[src/rtl/conv_kernel_win_if.sv]
// Column-in / window-out handshake bundle for conv_kernel_win.
// Signal suffixes are written from the kernel assembler's point of view.
interface conv_kernel_win_if #(
    parameter int PIXEL_W = 8,
    parameter int K       = 3,
    parameter int POS_W   = 16
);
    logic [1:0]             pad_mode_i;
    logic                   col_vld_i;
    logic                   col_rdy_o;
    logic [K*PIXEL_W-1:0]   col_dat_i;
    logic [POS_W-1:0]       col_pos_i;
    logic                   col_sol_i;
    logic                   col_eol_i;
    logic                   kernel_vld_o;
    logic                   kernel_rdy_i;
    logic [K*K*PIXEL_W-1:0] kernel_dat_o;
    logic [POS_W-1:0]       kernel_pos_o;
    logic                   err_o;

    modport slave (
        input  pad_mode_i, col_vld_i, col_dat_i, col_pos_i, col_sol_i, col_eol_i, kernel_rdy_i,
        output col_rdy_o, kernel_vld_o, kernel_dat_o, kernel_pos_o, err_o
    );

    modport master (
        output pad_mode_i, col_vld_i, col_dat_i, col_pos_i, col_sol_i, col_eol_i, kernel_rdy_i,
        input  col_rdy_o, kernel_vld_o, kernel_dat_o, kernel_pos_o, err_o
    );
endinterface

[src/rtl/conv_kernel_win.sv]
// KxK kernel-window assembler: shifts one column per beat into a window, adds
// per-line edge padding (none / zero / replicate) and emits windows under valid/ready.
module conv_kernel_win #(
    parameter int PIXEL_W = 8,
    parameter int K       = 3,
    parameter int POS_W   = 16
) (
    input  logic              clk,
    input  logic              srst,
    conv_kernel_win_if.slave  bus
);
    localparam int R     = (K - 1) / 2;
    localparam int CNT_W = $clog2(K + 1);
    localparam int FL_W  = $clog2(R + 1);

    typedef enum logic [1:0] {ST_IDLE, ST_RUN, ST_FLUSH} state_e;
    typedef enum logic [1:0] {PAD_NONE = 2'd0, PAD_ZERO = 2'd1, PAD_REPL = 2'd2} pad_e;
    typedef logic [K*PIXEL_W-1:0] col_t;

    state_e             state_q;
    pad_e               mode_q;
    logic [CNT_W-1:0]   cnt_q;
    logic [FL_W-1:0]    flush_q;
    col_t               win_q [K];
    logic [POS_W-1:0]   pos_q [K];
    logic               kvld_q;
    logic [K*K*PIXEL_W-1:0] kdat_q;
    logic [POS_W-1:0]   kpos_q;
    logic               err_q;

    col_t               win_d [K];
    logic [POS_W-1:0]   pos_d [K];
    logic [K*K*PIXEL_W-1:0] kdat_d;
    logic [CNT_W-1:0]   cnt_d;

    logic               out_free, col_rdy, col_acc;
    logic               sol_load, run_step, flush_step, shift_en, emit;
    pad_e               pad_in, mode_d;
    col_t               new_col;
    logic [POS_W-1:0]   new_pos;

    assign out_free   = ~kvld_q | bus.kernel_rdy_i;
    assign col_rdy    = (state_q != ST_FLUSH) & out_free;
    assign col_acc    = bus.col_vld_i & col_rdy;
    assign sol_load   = col_acc & bus.col_sol_i;
    assign run_step   = col_acc & ~bus.col_sol_i & (state_q == ST_RUN);
    assign flush_step = (state_q == ST_FLUSH) & out_free;
    assign shift_en   = sol_load | run_step | flush_step;
    assign emit       = shift_en & (cnt_d == CNT_W'(K));

    assign pad_in  = (bus.pad_mode_i == 2'd3) ? PAD_NONE : pad_e'(bus.pad_mode_i);
    assign mode_d  = sol_load ? pad_in : mode_q;
    // Flush pads replicate the newest column, which after the first pad is itself a copy.
    assign new_col = flush_step ? ((mode_q == PAD_REPL) ? win_q[K-1] : '0) : bus.col_dat_i;
    assign new_pos = flush_step ? pos_q[K-1] : bus.col_pos_i;

    always_comb begin
        // NOTE: every signal driven here is fully assigned on each pass, so no latch is inferred.
        for (int c = 0; c < K - 1; c++) begin
            win_d[c] = win_q[c+1];
            pos_d[c] = pos_q[c+1];
        end
        win_d[K-1] = new_col;
        pos_d[K-1] = new_pos;
        if (sol_load && mode_d != PAD_NONE) begin
            for (int c = K - 1 - R; c < K - 1; c++) begin
                win_d[c] = (mode_d == PAD_REPL) ? new_col : '0;
            end
        end

        kdat_d = '0;
        for (int r = 0; r < K; r++) begin
            for (int c = 0; c < K; c++) begin
                kdat_d[((r*K)+c)*PIXEL_W +: PIXEL_W] = win_d[c][r*PIXEL_W +: PIXEL_W];
            end
        end

        if (sol_load) begin
            cnt_d = (mode_d == PAD_NONE) ? CNT_W'(1) : CNT_W'(R + 1);
        end else if (cnt_q == CNT_W'(K)) begin
            cnt_d = cnt_q;
        end else begin
            cnt_d = cnt_q + CNT_W'(1);
        end
    end

    always_ff @(posedge clk) begin
        if (srst) begin
            state_q <= ST_IDLE;
            mode_q  <= PAD_NONE;
            cnt_q   <= '0;
            flush_q <= '0;
            // NOTE: window and position registers are reset too, so nothing stale survives srst.
            for (int c = 0; c < K; c++) begin
                win_q[c] <= '0;
                pos_q[c] <= '0;
            end
            kvld_q  <= 1'b0;
            kdat_q  <= '0;
            kpos_q  <= '0;
            err_q   <= 1'b0;
        end else begin
            err_q <= 1'b0;

            if (shift_en) begin
                win_q <= win_d;
                pos_q <= pos_d;
                cnt_q <= cnt_d;
            end

            if (emit) begin
                kvld_q <= 1'b1;
                kdat_q <= kdat_d;
                kpos_q <= pos_d[R];
            end else if (bus.kernel_rdy_i) begin
                kvld_q <= 1'b0;
            end

            case (state_q)
                ST_IDLE, ST_RUN: begin
                    if (col_acc) begin
                        if (bus.col_sol_i) begin
                            mode_q  <= mode_d;
                            state_q <= ST_RUN;
                            err_q   <= (state_q == ST_RUN);
                        end else if (state_q == ST_IDLE) begin
                            err_q <= 1'b1;
                        end
                        if ((bus.col_sol_i || state_q == ST_RUN) && bus.col_eol_i) begin
                            if (mode_d == PAD_NONE) begin
                                state_q <= ST_IDLE;
                                cnt_q   <= '0;
                            end else begin
                                state_q <= ST_FLUSH;
                                flush_q <= FL_W'(R);
                            end
                        end
                    end
                end
                ST_FLUSH: begin
                    if (out_free) begin
                        flush_q <= flush_q - FL_W'(1);
                        if (flush_q == FL_W'(1)) begin
                            state_q <= ST_IDLE;
                            cnt_q   <= '0;
                        end
                    end
                end
                default: state_q <= ST_IDLE;
            endcase
        end
    end

`ifndef SYNTHESIS
    // Line-length tracker: a line shorter than K cannot produce well-defined windows.
    logic [CNT_W-1:0] line_len_q;
    logic [CNT_W-1:0] line_len_d;
    logic             line_col;

    assign line_col   = col_acc & (bus.col_sol_i | (state_q == ST_RUN));
    assign line_len_d = bus.col_sol_i ? CNT_W'(1)
                      : (line_len_q == CNT_W'(K)) ? line_len_q : line_len_q + CNT_W'(1);

    always_ff @(posedge clk) begin
        if (srst) begin
            line_len_q <= '0;
        end else if (line_col) begin
            line_len_q <= line_len_d;
            if (bus.col_eol_i) begin
                a_line_len: assert (line_len_d == CNT_W'(K));
            end
        end
    end
`endif

    assign bus.col_rdy_o    = col_rdy;
    assign bus.kernel_vld_o = kvld_q;
    assign bus.kernel_dat_o = kdat_q;
    assign bus.kernel_pos_o = kpos_q;
    assign bus.err_o        = err_q;
endmodule

[src/flat_wrapper.sv]
// flat-port wrapper written by rule: the top's interface ports become plain ports
module conv_kernel_win_flat 
#(
    parameter int PIXEL_W = 8,
    parameter int K       = 3,
    parameter int POS_W   = 16
)
  (clk, srst, bus_pad_mode_i, bus_col_vld_i, bus_col_dat_i, bus_col_pos_i, bus_col_sol_i, bus_col_eol_i, bus_kernel_rdy_i, bus_col_rdy_o, bus_kernel_vld_o, bus_kernel_dat_o, bus_kernel_pos_o, bus_err_o);
  conv_kernel_win_if #(.PIXEL_W(PIXEL_W), .K(K), .POS_W(POS_W)) bus_i ();
  input  logic clk;
  input  logic srst;
  input wire logic [$bits(bus_i.pad_mode_i)-1:0] bus_pad_mode_i;
  input wire logic [$bits(bus_i.col_vld_i)-1:0] bus_col_vld_i;
  input wire logic [$bits(bus_i.col_dat_i)-1:0] bus_col_dat_i;
  input wire logic [$bits(bus_i.col_pos_i)-1:0] bus_col_pos_i;
  input wire logic [$bits(bus_i.col_sol_i)-1:0] bus_col_sol_i;
  input wire logic [$bits(bus_i.col_eol_i)-1:0] bus_col_eol_i;
  input wire logic [$bits(bus_i.kernel_rdy_i)-1:0] bus_kernel_rdy_i;
  output wire logic [$bits(bus_i.col_rdy_o)-1:0] bus_col_rdy_o;
  output wire logic [$bits(bus_i.kernel_vld_o)-1:0] bus_kernel_vld_o;
  output wire logic [$bits(bus_i.kernel_dat_o)-1:0] bus_kernel_dat_o;
  output wire logic [$bits(bus_i.kernel_pos_o)-1:0] bus_kernel_pos_o;
  output wire logic [$bits(bus_i.err_o)-1:0] bus_err_o;
  assign bus_i.pad_mode_i = bus_pad_mode_i;
  assign bus_i.col_vld_i = bus_col_vld_i;
  assign bus_i.col_dat_i = bus_col_dat_i;
  assign bus_i.col_pos_i = bus_col_pos_i;
  assign bus_i.col_sol_i = bus_col_sol_i;
  assign bus_i.col_eol_i = bus_col_eol_i;
  assign bus_i.kernel_rdy_i = bus_kernel_rdy_i;
  assign bus_col_rdy_o = bus_i.col_rdy_o;
  assign bus_kernel_vld_o = bus_i.kernel_vld_o;
  assign bus_kernel_dat_o = bus_i.kernel_dat_o;
  assign bus_kernel_pos_o = bus_i.kernel_pos_o;
  assign bus_err_o = bus_i.err_o;
  conv_kernel_win #(.PIXEL_W(PIXEL_W), .K(K), .POS_W(POS_W)) u_core (.clk(clk), .srst(srst), .bus(bus_i));
endmodule
[config.mk]
export PLATFORM = sky130hd
export DESIGN_NAME = conv_kernel_win_flat
export DESIGN_NICKNAME = d
export VERILOG_FILES = /design/src/rtl/conv_kernel_win_if.sv /design/src/rtl/conv_kernel_win.sv /design/src/flat_wrapper.sv
export SDC_FILE = /design/constraint.sdc
export NUM_CORES = 1
export LEC_CHECK = 0
export ABC_AREA = 0
export CAP_MARGIN = 20
export CORE_MARGIN = 10
export CORE_UTILIZATION = 55
export DETAILED_ROUTE_END_ITERATION = 10
export MAX_ROUTING_LAYER = met4
export PLACE_DENSITY = 0.84
export SYNTH_ARGS = -nofsm -noshare
export SYNTH_HDL_FRONTEND = slang
export SYNTH_SLANG_ARGS = --single-unit
[constraint.sdc]
create_clock -name clk -period 5.25 [get_ports clk]
set_input_delay 1.575 -clock clk [delete_from_list [all_inputs] [get_ports clk]]
set_output_delay 1.575 -clock clk [all_outputs]
set_load 0.1 [all_outputs]
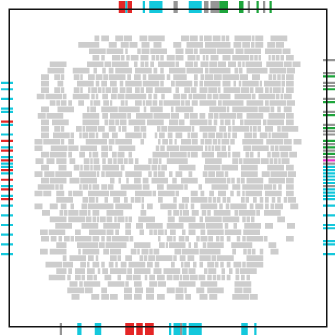
**Above:** run 1 (pin map).
Pins as bars across the die edge, other pins in gray.
red -> bus_col_dat_i  # pins 24, direction input, edge 11 bottom, 8 left, 5 top
green -> bus_col_pos_i  # pins 16, direction input, edge 8 right, 8 top
magenta -> bus_col_vld_i  # pins 1, direction input, edge right
cyan -> bus_kernel_dat_o  # pins 72, direction output, edge 21 bottom, 20 left, 17 right, 14 top
count of input and output buffers: 138
Die W: 133 um
die height: 133 um

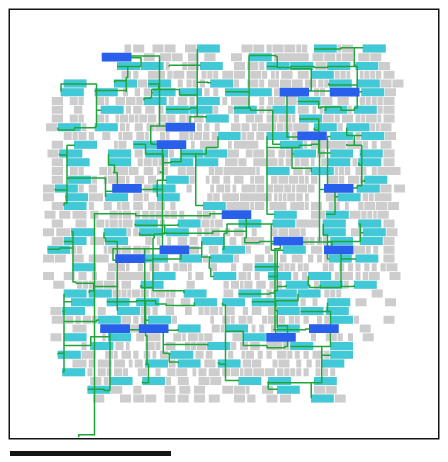
**Above:** run 1 (clock network drawn from the DEF).
Scale bar: 50 um.
cyan -> flip-flops  # count 161
green -> clock wires  # length 1780 um
blue -> clock drivers  # count 17
routed clock nets = 18
clk_skew: 0.00499 ns
worst skew pair latency: 0.42 ns

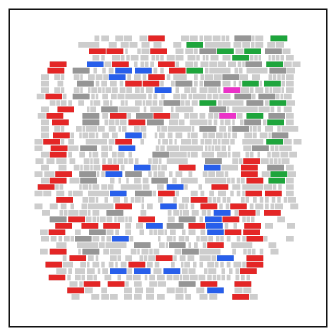
**Above:** run 1 (sequential cells grouped by signal name).
Other sequential cells in the stronger gray, the rest of the logic in the fainter gray.
green -> u_core.bus.kernel_pos_o  # placed flops 16
blue -> u_core.kdat_d  # placed flops 24
red -> u_core.bus.kernel_dat_o  # placed flops 72, where all over the die
magenta -> u_core.state_q  # placed flops 2
not colored = 47
flop share of the area: 36.0%
Util after Layout: 71.3%
Register Area: 3220 sq um

-- run 1: power by group through the flow --
stage / Combinational (uW) / Clock [uW] / Sequential [uW]
after global routing: 805 / 1320 / 1400
after detailed placement: 737 / 0 / 1410
after CTS: 744 / 1270 / 1390
final: 751 / 1260 / 1390
after global placement: 722 / 0 / 1410
after floorplan: 397 / 0 / 1560
-- run 1: through the flow --
step	hold slack, ns	setup slack, ns	total power (uW)	utilization [%]
floorplan	0.441	0.618	1960	-
finish	0.467	1.07	3400	71.3
global placement	0.447	1.10	2130	66.3
detailed placement	0.460	1.04	2150	66.3
CTS	0.468	1.11	3400	71.0
global route	0.489	1.06	3520	71.3
-- run 1: critical path, delay by kind of cell --
kind	cells	cell delay [ns]
and+or+nand+nor	2	0.31
buffers and inverters	2	0.71
==> results.ini, run 1 <==
[finish]
largest_cell_class = combinational gates
drive_above_1_share_pct = 8.33
comb_share_pct = 37.4
layout.nets = 912
final_cells = 1048
area_growth_pct = 27.6
buf_share_pct = 17.3

[final_timing]
rsz0062_at_grt = no
period_used_pct = 79.7
tightest_slew_ns = 1.04
fin_crit_ns = 4.18
setup_viol = 0

[pwr]
seqPwrFrac_pct = 40.9
power_frac_clock_pct = 37.1
p_switching_uw = 1060
powerDensity_nw_per_um2 = 380

[synthesis]
ys.flops = 161
top_logic_kind = AND-OR/OR-AND gates
synth_top_cell_by_count = dfxtp_1
ys_sh_mux_pct = 2.42
xor_area_share_pct = 0.125
syn-cell-area_sq_um = 7020

[setup_path]
path_max_fanout = 2
crit_path_end_kind = output port
cp_slowest_cell = clkdlybuf4s50_1

[clock_tree]
cts_tree = yes
cts-htree-levels = 4
post-cts-setup-buffer-count = 0
holdBufCountCts = 0

[detailed_routing]
met2_length_um = 9670
top_layer_used = met4
wl_met3_um = 1570
ant_nets = 0
drt_iter0_drc = 723

[global_route]
grt_max_degree = 95
globalRoute.totalOverflow = 0
grt_util_met2_pct = 34.9
antenna_found_initial = 0

[floorplanning]
coreArea_sq_um = 12600
fp_util_pct = 55.8

[outcome]
outcome = finished clean

**Run 1: the clock network**

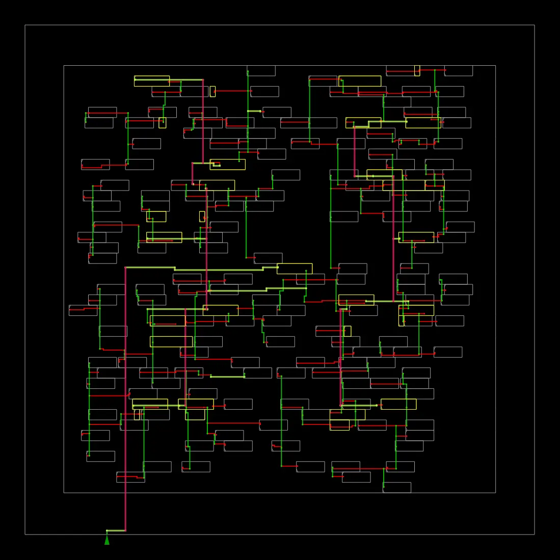

==> run 1 -> run 2 <==
--- a/config.mk
+++ b/config.mk
@@ -8,10 +8,10 @@
 export ABC_AREA = 0
 export CAP_MARGIN = 20
 export CORE_MARGIN = 10
-export CORE_UTILIZATION = 55
+export CORE_UTILIZATION = 47
 export DETAILED_ROUTE_END_ITERATION = 10
 export MAX_ROUTING_LAYER = met4
-export PLACE_DENSITY = 0.84
+export PLACE_DENSITY = 0.77
 export SYNTH_ARGS = -nofsm -noshare
 export SYNTH_HDL_FRONTEND = slang
 export SYNTH_SLANG_ARGS = --single-unit
==> constraint.sdc (replaced) <==
create_clock -name clk -period 3.7 [get_ports clk]
set_input_delay 1.11 -clock clk [delete_from_list [all_inputs] [get_ports clk]]
set_output_delay 1.11 -clock clk [all_outputs]
set_load 0.1 [all_outputs]
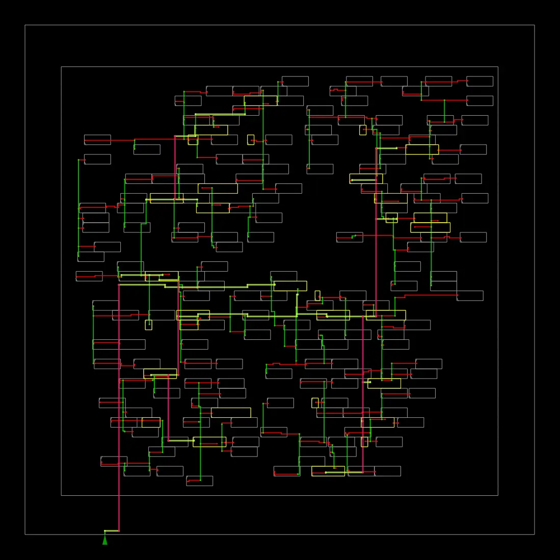
**Above:** run 2 (the clock network).
registers: 161
clk_skew: 0.00730 ns
clock sink total: 161
Clk power: 1840 uW
worst skew pair latency: 0.43 ns

==> results.ini, run 2 <==
[placed_design]
post-place-ws_ns = 0.300  ; was 1.04 ns
io_buffers = 138  ; unchanged

[finish]
final_cells = 1073  ; was 1048
final_core_util_pct = 60.8  ; was 71.3%
layout.nets = 925  ; was 912
drive_above_1_share_pct = 20.4  ; was 8.33%
num_antenna_cells = 0  ; unchanged
area_growth_pct = 26.5  ; was 27.6%

[pwr]
pwr.group.sequential_uw = 1970  ; was 1390 uW
powerDensity_nw_per_um2 = 551  ; was 380 nW/um^2
seqPwrFrac_pct = 40.3  ; was 40.9%
p_comb_uw = 1080  ; was 751 uW
power_leader = sequential cells  ; unchanged
p_total_uw = 4900  ; was 3400 uW
power_frac_clock_pct = 37.6  ; was 37.1%

[final_timing]
setup_slack_ns = 0.524  ; was 1.07 ns
hold_ws_ns = 0.463  ; was 0.467 ns
tightest_slew_ns = 0.902  ; was 1.04 ns
fin_crit_ns = 3.18
rsz0062_at_grt = no  ; unchanged
period_used_pct = 85.8

[floorplanning]
fp_util_pct = 48.1  ; was 55.8%
die-height_um = 142  ; was 133 um
die_x_um = 142  ; was 133 um
coreArea_sq_um = 14600  ; was 12600 sq um

[clock_tree]
cts_buffers = 17  ; unchanged
holdBufCountCts = 0  ; unchanged
cts_tree = yes  ; unchanged
path_clk_slew_ns = 0.06  ; about the same
post-cts-setup-buffer-count = 0  ; unchanged

[detailed_routing]
drt_iter0_drc = 636  ; was 723
ant_nets = 0  ; unchanged

[hold_path]
hp-class = reg -> reg  ; unchanged

[setup_path]
critPathTopFamily = buffers and inverters  ; unchanged
path_max_fanout = 2  ; unchanged
crit_path_end_kind = output port  ; unchanged
critical_path_class = in -> out  ; unchanged
cp_num_buf_inv = 2  ; unchanged
cp_slowest_cell = clkdlybuf4s50_1  ; unchanged
cp.depth = 4  ; unchanged

[synthesis]
synth_top_cell_by_count = dfxtp_1  ; unchanged
syn-cell-area_sq_um = 7020  ; unchanged
ys.flops = 161  ; unchanged

[global_route]
gr-usage-all-layers_pct = 20.3  ; was 23.8%
antenna_found_initial = 0  ; unchanged
grt_first_pass_wirelength_um = 32800  ; was 33800 um
grt_util_met2_pct = 29.3  ; was 34.9%

[outcome]
outcome = finished clean  ; unchanged

## run 2: final cells by class
cell class                      count  area (sq um)
Sequential cell                   161          3220
Timing Repair Buffer              166          1440
Clock inverter                     11           161
Inverter                            4          15.0
Clock buffer                       20           457
Tap cell                          184           230
Multi-Input combinational cell    527          3350
Fill cell                        1266          5710
## run 2: routing by layer
layer	part of all wire [%]	wire (um)	vias to the layer above
li1	-	-	3137
met1	47	9490	2980
met2	44	8990	222
met3	6.8	1370	31
met4	1.9	388	0
met5	0	0	-
## run 2: logic make-up (layout without fill, tap and decap cells)
family                 count (synthesis)  in the layout  synth area share [%]
AND-OR/OR-AND                        347            347                  32.6
XOR/XNOR                               1              1                 0.125
buffers and inverters                 93            201                  6.65
flip-flops                           161            161                  45.9
multiplexers                          17             17                  2.42
AND/OR/NAND/NOR                      162            162                  12.3
Power and IR drop assume default switching activity.
